$ cat src/rtl/core_types_pkg.sv
// Shared core types: datapath width, memory access sizes and the LSU request record.
package core_types_pkg;

    localparam int N_BITS  = 32;
    localparam int DMEM_NB = N_BITS / 8;

    typedef enum logic [1:0] {
        MEM_B   = 2'b00,
        MEM_H   = 2'b01,
        MEM_W   = 2'b10,
        MEM_ILL = 2'b11
    } mem_size_t;

    typedef enum logic [1:0] {
        IDLE     = 2'b00,
        REQ      = 2'b01,
        WAIT_RSP = 2'b10
    } dmem_state_t;

    // Request captured in IDLE; the memory port is driven only from this record.
    typedef struct packed {
        logic                 is_store;
        mem_size_t            size;
        logic                 is_unsigned;
        logic [1:0]           off;
        logic [N_BITS-1:0]    addr;
        logic [DMEM_NB-1:0]   be;
        logic [N_BITS-1:0]    wdata;
    } dmem_req_t;

    function automatic logic dmem_misaligned(input mem_size_t sz, input logic [1:0] off);
        case (sz)
            MEM_B:   return 1'b0;
            MEM_H:   return off[0];
            MEM_W:   return |off;
            default: return 1'b1;
        endcase
    endfunction

endpackage

$ cat src/rtl/dmem_ld_align.sv
// Load data alignment: shifts the addressed byte/half/word down to bit 0 and extends it.
module dmem_ld_align
    import core_types_pkg::*;
(
    input  logic [N_BITS-1:0] raw,
    input  logic [1:0]        offset,
    input  mem_size_t         size,
    input  logic              is_unsigned,
    output logic [N_BITS-1:0] ld_data
);

    logic [N_BITS-1:0] shifted;

    always_comb begin
        shifted = raw >> {offset, 3'b000};
        case (size)
            MEM_B:   ld_data = {{(N_BITS-8){~is_unsigned & shifted[7]}}, shifted[7:0]};
            MEM_H:   ld_data = {{(N_BITS-16){~is_unsigned & shifted[15]}}, shifted[15:0]};
            default: ld_data = shifted;
        endcase
    end

endmodule

$ cat src/rtl/dmem_lsu_ctrl.sv
// Load/store sequencer: alignment check, byte-lane store generation, one transaction
// at a time over a valid/ready memory port, with the pipeline stalled until done.
module dmem_lsu_ctrl
    import core_types_pkg::*;
(
    input  logic                clk,
    input  logic                rst_n,
    input  logic                req_valid,
    input  logic                req_is_store,
    input  logic [1:0]          req_size,
    input  logic                req_unsigned,
    input  logic [N_BITS-1:0]   req_addr,
    input  logic [N_BITS-1:0]   req_wdata,
    output logic                stall,
    output logic                misaligned,
    output logic                mem_req_valid,
    input  logic                mem_req_ready,
    output logic                mem_req_we,
    output logic [N_BITS-1:0]   mem_req_addr,
    output logic [DMEM_NB-1:0]  mem_req_be,
    output logic [N_BITS-1:0]   mem_req_wdata,
    input  logic                mem_rsp_valid,
    input  logic [N_BITS-1:0]   mem_rsp_data,
    output logic                ld_valid,
    output logic [N_BITS-1:0]   ld_data
);

    dmem_state_t       state_q, state_d;
    dmem_req_t         cap_q, cap_d, new_req;
    mem_size_t         size_in;
    logic              done;
    logic [N_BITS-1:0] align_out;

    assign size_in = mem_size_t'(req_size);

    always_comb begin
        new_req             = '0;
        new_req.is_store    = req_is_store;
        new_req.size        = size_in;
        new_req.is_unsigned = req_unsigned;
        new_req.off         = req_addr[1:0];
        new_req.addr        = {req_addr[N_BITS-1:2], 2'b00};
        case (size_in)
            MEM_B: begin
                new_req.be    = DMEM_NB'(1) << req_addr[1:0];
                new_req.wdata = {DMEM_NB{req_wdata[7:0]}};
            end
            MEM_H: begin
                new_req.be    = DMEM_NB'(3) << req_addr[1:0];
                new_req.wdata = {(DMEM_NB/2){req_wdata[15:0]}};
            end
            default: begin
                new_req.be    = '1;
                new_req.wdata = req_wdata;
            end
        endcase
    end

    always_comb begin
        state_d = state_q;
        cap_d   = cap_q;
        case (state_q)
            IDLE: begin
                if (req_valid && !dmem_misaligned(size_in, req_addr[1:0])) begin
                    cap_d   = new_req;
                    state_d = REQ;
                end
            end
            REQ: begin
                if (mem_req_ready) state_d = cap_q.is_store ? IDLE : WAIT_RSP;
            end
            WAIT_RSP: begin
                if (mem_rsp_valid) state_d = IDLE;
            end
            default: state_d = IDLE;
        endcase
    end

    always_ff @(posedge clk or negedge rst_n) begin
        if (!rst_n) begin
            state_q <= IDLE;
            cap_q   <= '0;
        end else begin
            state_q <= state_d;
            cap_q   <= cap_d;
        end
    end

    // Request side is a pure function of flops, so ready never loops back into valid.
    assign mem_req_valid = (state_q == REQ);
    assign mem_req_we    = cap_q.is_store;
    assign mem_req_addr  = cap_q.addr;
    assign mem_req_be    = cap_q.be;
    assign mem_req_wdata = cap_q.wdata;

    assign misaligned = (state_q == IDLE) && req_valid && dmem_misaligned(size_in, req_addr[1:0]);
    assign ld_valid   = (state_q == WAIT_RSP) && mem_rsp_valid;
    assign done       = ((state_q == REQ) && mem_req_ready && cap_q.is_store) || ld_valid;
    assign stall      = req_valid && !misaligned && !done;

    dmem_ld_align u_ld_align (
        .raw         (mem_rsp_data),
        .offset      (cap_q.off),
        .size        (cap_q.size),
        .is_unsigned (cap_q.is_unsigned),
        .ld_data     (align_out)
    );

    assign ld_data = ld_valid ? align_out : '0;

endmodule
$ cat config.mk
export PLATFORM = sky130hd
export DESIGN_NAME = dmem_lsu_ctrl
export DESIGN_NICKNAME = d
export VERILOG_FILES = /design/src/rtl/core_types_pkg.sv /design/src/rtl/dmem_ld_align.sv /design/src/rtl/dmem_lsu_ctrl.sv
export SDC_FILE = /design/constraint.sdc
export NUM_CORES = 1
export LEC_CHECK = 0
export CAP_MARGIN = 10
export CORE_MARGIN = 10
export CORE_UTILIZATION = 44
export CTS_CLUSTER_DIAMETER = 100
export CTS_CLUSTER_SIZE = 30
export DETAILED_ROUTE_END_ITERATION = 10
export GPL_ROUTABILITY_DRIVEN = 0
export PLACE_DENSITY = 0.84
export SLEW_MARGIN = 10
export SYNTH_ARGS = -nofsm -noshare
export SYNTH_HDL_FRONTEND = slang
export SYNTH_HIERARCHICAL = 1
export SYNTH_SLANG_ARGS = --single-unit
$ cat constraint.sdc
create_clock -name clk -period 1.9 [get_ports clk]
set_input_delay 0.19 -clock clk [delete_from_list [all_inputs] [get_ports clk]]
set_output_delay 0.19 -clock clk [all_outputs]
set_load 0.1 [all_outputs]
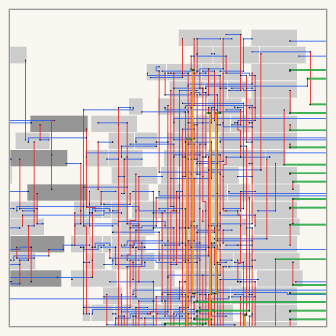
*Layout detail, run 1*
Window x 70 to 120, y 70 to 120 um. Cells in grey, sequential cells in the stronger grey; small squares are vias.
[green] metal 3
[red] metal 2
[orange] metal 4
[blue] metal 1
netlist names of flops here include: cap_q (5)
cells with their middle in the window: 110
sequential cells in the window: 5
most frequent: buf_12 (22), and2_4 (15), clkdlybuf4s50_1 (12)

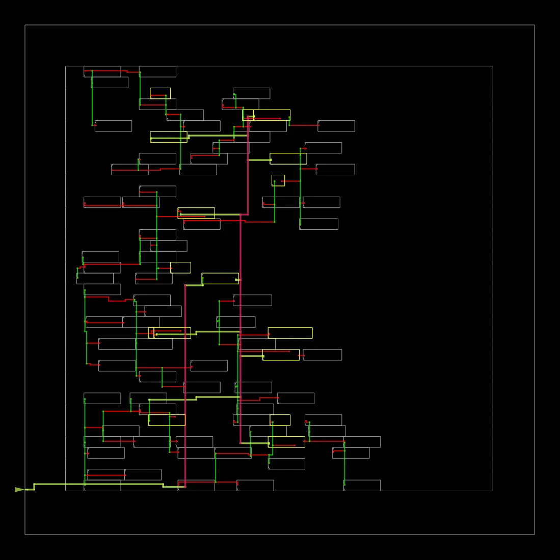
*Clock routing, run 1*
Final Skew: 0.004773 ns
Flops: 74
TritonCTS buffer count: 9
clk sinks: 74

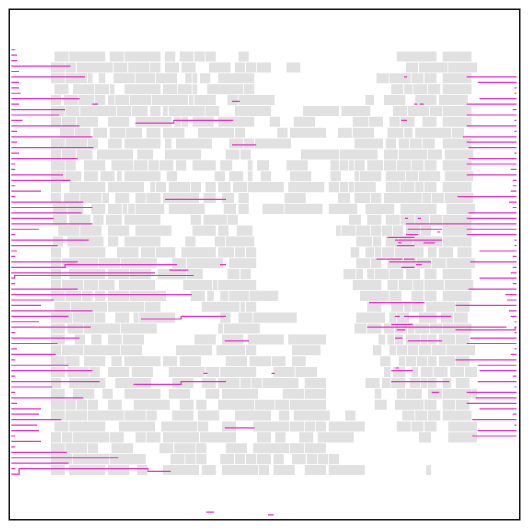
*M3 wires, run 1*
Drawn at 4 px/um. Cells faint in the background.
share of all routed wire: 10%
wire length on this layer: 1620 um
nets with wire on the layer: 167
Via Count: 3942
met3 usage: 8.023%

## run 1: final timing paths
kind	cells after the start	slack [ns]	startpoint	end
hold reg to reg	1	0.50	mem_req_be[0]	mem_req_be[0]
setup reg to reg	5	0.28	state_q[1]	mem_req_wdata[29]
setup / recovery	7	-0.27	cap_q[69]	ld_data[16]
hold / removal	2	0.32	rst_n	mem_req_addr[12]
max in group asynchronous	3	0.98	rst_n	cap_q[69]
min in group clk	2	0.45	mem_rsp_valid	state_q[1]
## run 1: state kept, by name (all words and copies together) (netlist names)
signal,count
mem_req_wdata,32
mem_req_addr,30
cap_q,5
mem_req_be,4
state_q,2
mem_req_we,1
==> results.sh, run 1 <==
# physical design summary
export IMPL_final_cell_area_sq_um=7949
export IMPL_wl_per_cell_um=21.06
export IMPL_outcome="finished, violations left"
export IMPL_ys_flops=74
export IMPL_cts_post_setup_buffers_inserted=9
export IMPL_required_ns=1.71
export IMPL_setup_ws_ns=-0.2708
export IMPL_max_stage_delay_ns=0.44
export IMPL_clock_cell_area_share_pct=3.982
export IMPL_die_x_um=127.2
export IMPL_first_pass_iters=4
export IMPL_synth_cell_types=42
export IMPL_syn_cell_area_sq_um=5060
export IMPL_drv_slew=0
export IMPL_critical_path_arrival_ns=1.98
export IMPL_top_cell_area_share_pct=36.60
export IMPL_violations="negative setup slack"
export IMPL_critPathMostFrequentCell="buf_12"
export IMPL_flop_cell="dfrtp_1"
export IMPL_core_area_sq_um=11320
export IMPL_hold_class="input port to asynchronous set/reset pin"
export IMPL_syn_inst=433
export IMPL_dr_wl_met2_um=7629
export IMPL_p_comb_mw=9.66
export IMPL_finalSetupViolCount=31
export IMPL_nNonClkBuffers=258
export IMPL_layout_top_cell="clkdlybuf4s50_1"
export IMPL_irDropWorstVdd_mv=1.734
export IMPL_globalRouteOverflowTotal=0
export IMPL_top_layer_used="met4"
export IMPL_post_cts_resize_count=39
export IMPL_crit_family="buffers and inverters"
export IMPL_antenna_found_initial=0
export IMPL_ys_top_cells_by_area="dfrtp_1, mux2_4, buf_4"
--- run 2 (diff from run 1) ---
--- a/config.mk
+++ b/config.mk
@@ -9,7 +9,6 @@
 export CORE_MARGIN = 10
 export CORE_UTILIZATION = 44
 export CTS_CLUSTER_DIAMETER = 100
-export CTS_CLUSTER_SIZE = 30
 export DETAILED_ROUTE_END_ITERATION = 10
 export GPL_ROUTABILITY_DRIVEN = 0
 export PLACE_DENSITY = 0.84
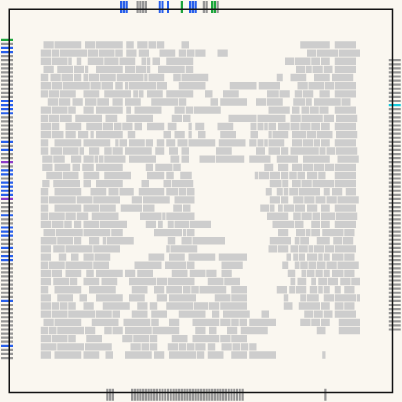
*Pin placement, run 2*
Drawn at 3 px/um. Pins as bars across the die edge, other pins in grey.
[blue] mem_req_wdata | pins: 32 | direction: output | edge: 23 left, 9 top
[cyan] ld_valid | pins: 1 | direction: output | edge: right
[green] mem_req_be | pins: 4 | direction: output | edge: 3 top, 1 left
[purple] req_size | pins: 2 | direction: input | edge: left
all pins by edge: 79 left, 67 right, 45 bottom, 19 top
die width: 127.2 um
count of input and output buffers: 207
die y size: 127.2 um

==> run 2 against run 1 <==
The flow still finishes with violations (negative setup slack); worst setup slack did not move; clock-buffer cell count is the same; die area stayed put; critical path type unchanged; sequential power is essentially flat; clock skew stayed put; synthesized cell count unchanged; total power is the same; cell count did not move; global-route usage unchanged.
==> results.sh, run 2 <==
# physical design summary
export IMPL_outcome="finished, violations left"
export IMPL_violations="negative setup slack"
export IMPL_p_comb_mw=9.66
export IMPL_synth_cell_types=42
export IMPL_antenna_found_initial=0
export IMPL_finalSetupViolCount=31
export IMPL_clock_sinks=74
export IMPL_ys_flops=74
export IMPL_post_cts_resize_count=39
export IMPL_syn_inst=433
export IMPL_setup_ws_ns=-0.2708
export IMPL_hold_class="input port to asynchronous set/reset pin"
export IMPL_ys_top_cells_by_area="dfrtp_1, mux2_4, buf_4"
export IMPL_numCtsBuffers=9
export IMPL_globalRouteOverflowTotal=0
export IMPL_cts_post_setup_buffers_inserted=9
export IMPL_ff_count=74
export IMPL_grt_use_met3_pct=8.023
export IMPL_syn_cell_area_sq_um=5060
export IMPL_vias=3942
export IMPL_critical_path_arrival_ns=1.98
export IMPL_largest_reg_flops=32
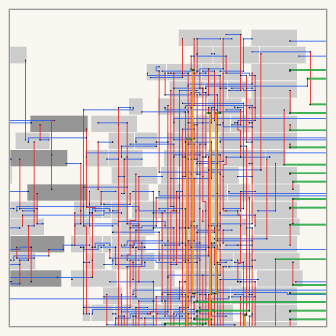
*Layout detail, run 2*
Window x 70 to 120, y 70 to 120 um. Cells in grey, sequential cells in the stronger grey; small squares are vias.
[green] metal 3
[blue] metal 1
[orange] metal 4
[red] metal 2
sequential cells in the window: 5
most frequent: buf_12 (22), and2_4 (15), clkdlybuf4s50_1 (12)
netlist names of flops here include: cap_q (5)
cells with their middle in the window: 110

run 2: cell counts after synthesis:
No cell type changed its count.
run 2: final timing paths:
kind	from	cells after the start	slack [ns]	endpoint
setup reg to reg	state_q[1]	5	0.28	mem_req_wdata[29]
hold / removal	rst_n	2	0.32	mem_req_addr[12]
min in group clk	mem_rsp_valid	2	0.45	state_q[1]
hold reg to reg	mem_req_be[0]	1	0.50	mem_req_be[0]
max in group asynchronous	rst_n	3	0.98	cap_q[69]
setup / recovery	cap_q[69]	7	-0.27	ld_data[16]
run 2: stage by stage:
stage               std cells  hold slack (ns)
finish                    757           0.3154
global route              757           0.3523
CTS                       752           0.3222
detailed placement        726           0.1339
global placement          726           0.1234
floorplan                 434          -0.1056
Power figures rest on the tool's default switching activity, not on a simulated workload.
